Figure 1. Metal layers overlaid.
Two of the layers only.
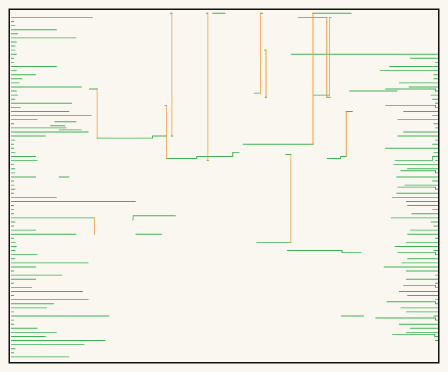
Figure 2. Signal wires on met1.
Supply wires on this layer in grey.
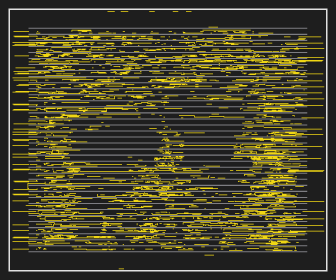
Figure 3. Close-up of the layout.
Bar = 10 µm. Region (56, 44) to (86, 74) µm. Cells in grey, sequential cells in the stronger grey; small squares are vias.
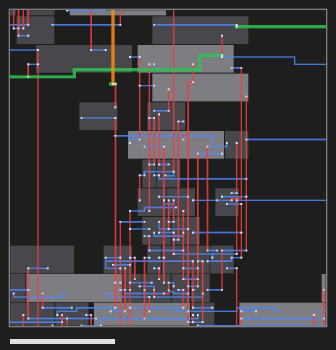
Figure 4. Clock nets.
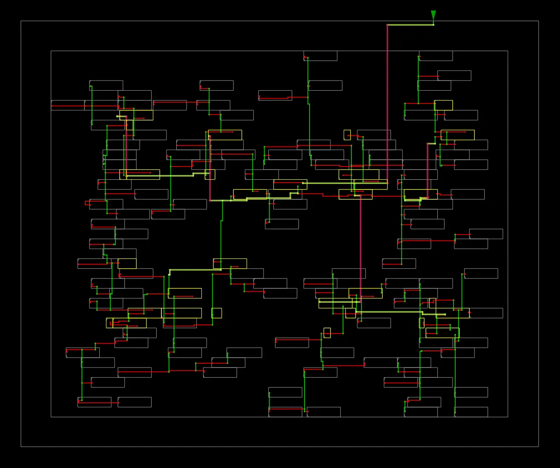
==> config.mk <==
export PLATFORM = sky130hd
export DESIGN_NAME = mult_share_arbiter
export DESIGN_NICKNAME = d
export VERILOG_FILES = /design/src/rtl/mult_share_arbiter.sv
export SDC_FILE = /design/constraint.sdc
export NUM_CORES = 1
export LEC_CHECK = 0
export CORE_ASPECT_RATIO = 0.8
export CORE_MARGIN = 8
export CORE_UTILIZATION = 43
export CTS_CLUSTER_DIAMETER = 150
export CTS_CLUSTER_SIZE = 14
export DETAILED_ROUTE_END_ITERATION = 16
export PLACE_DENSITY = 0.95
export SETUP_SLACK_MARGIN = 0.4
export SYNTH_ARGS = -nofsm -noshare
export SYNTH_HDL_FRONTEND = slang
export SYNTH_SLANG_ARGS = --single-unit
export TNS_END_PERCENT = 10
==> constraint.sdc <==
create_clock -name clk -period 3.7 [get_ports clk]
set_input_delay 0.74 -clock clk [delete_from_list [all_inputs] [get_ports clk]]
set_output_delay 0.74 -clock clk [all_outputs]
set_load 0.05 [all_outputs]
==> qor.csv <==
metric,value,unit
outcome,finished clean,
Starting DRT DRC Count,200,
Top cell area share,51.53,%
Fin. Hold Viols,0,
yosys stat cell total,418,
Die Y,117.0,µm
share of cells above drive strength 1,11.91,%
CTS buffer count,17,
f_max,314.2,MHz
final setup TNS,0,ns
Mux area share,21.82,%
via count of the first global-routing pass,5193,
Worst slew margin,45.45,%
"Registers, synthesis",114,
hpwl dp,13570,µm
"top cells by area, synth","dfrtp_1 (52%), mux2i_1 (13%), o2bb2ai_1 (11%)",
Worst-Margin Slew,0.8152,ns
Core Area,12640,µm²
"XOR Share, Synth",0.3192,%
register share after synthesis,52.01,%
Floorplan Nets,600,
post-layout min period,3.183,ns
Signal buffers,291,
Chip Area,16660,µm²
crit end category,output port,
worst hold path class,input pin to asynchronous set/reset pin,
Yosys warning count,0,
CTS sink cnt,114,
n_diodes,0,
Seq area share,31.47,%
number of gates resized after cts,0,
Routability Congestion,0.8517,
clock buffer depth,2,
unrepaired setup endpoints after global routing,false,
I/O pin count,285,
Starting Density,43.42,%
TritonRoute pass-1 iters,4,
Yosys top cell by instances,dfrtp_1,
worst vdd ir,0.5407,mV
Unique cell types,40,
largest net degree at the start of global routing,71,
Max-cap violations,0,
LEAKAGE,0.004047,µW
comb area leader,multiplexers,
Reg2Reg Depth,6,
total grt overflow,0,
PortBufs,284,
-- Figure 1 (at the start) --
colour	layer	wire length
green	met3	1620 µm
orange	met4	311 µm
Global Route Usage Sum: 21.63%
Routed WL per cell: 20.70 µm
total wire length: 18220 µm
Vias: 4638

-- Figure 2 (at the start) --
share of all routed wire	39%
nets with wire on the layer	773
grt met1 use: 24.27%

-- Figure 3 (at the start) --
colour	layer
red	met2
green	met3
orange	met4
blue	met1
sequential cells in the window	6
cells with their middle in the window	31
most frequent	dfrtp_1 (6), o31ai_1 (3), clkbuf_16 (3)

-- Figure 4 (at the start) --
Setup Skew: 0.007599 ns
# clk buffers: 20

[routing by layer]
layer	up-vias	global-route usage [%]	wire (µm)
li1	2121	-	-
met1	2292	24.27	7155
met2	198	37.04	9122
met3	25	8.796	1615
met4	2	7.345	311
met5	-	0	13
[metrics by stage]
step	hold WS (ns)	instance area, µm²	total power [µW]	utilization, %	cells
2_1_floorplan	0.4444	5488	4366	-	418
3_3_place_gp	0.4650	8501	5591	67.26	849
3_5_place_dp	0.4693	8501	5689	67.26	849
4_1_cts	0.4244	9070	7303	71.77	880
5_1_grt	0.4459	9070	7546	71.77	880
6_report	0.3906	9070	7245	71.77	880
[worst max-delay path: stages]
cell	delay [ns]
clkdlybuf4s50_1	0.62
nand2_1	0.15
nor2_1	0.11
clkdlybuf4s50_1	0.81
[placed cells by master, fill, tap and decap left out, types with 2 or more instances in the layout]
cell type / n
o21ai_0: 6
a21oi_1: 2
inv_1: 2
clkinvlp_4: 3
o2bb2ai_1: 67
and3_1: 32
bufinv_16: 2
mux2_2: 5
buf_12: 5
and2_1: 2
o21ai_1: 2
nand2_1: 5
o31ai_1: 3
clkbuf_8: 2
buf_4: 5
a21o_1: 3
nor2_1: 4
clkinv_2: 6
clkdlybuf4s50_1: 281
ha_1: 5
xor2_1: 2
nor2b_1: 3
mux2_4: 30
mux2i_1: 69
nand3_1: 3
dfrtp_1: 113
clkbuf_16: 17
nand2b_1: 5
[where the power goes]
part	switching [µW]	total (µW)	internal (µW)
Clock	556	1570	1010
Sequential	280	1950	1670
Combinational	2290	3730	1440
Total	3130	7240	4120
Power is estimated from default activity; no workload was simulated.
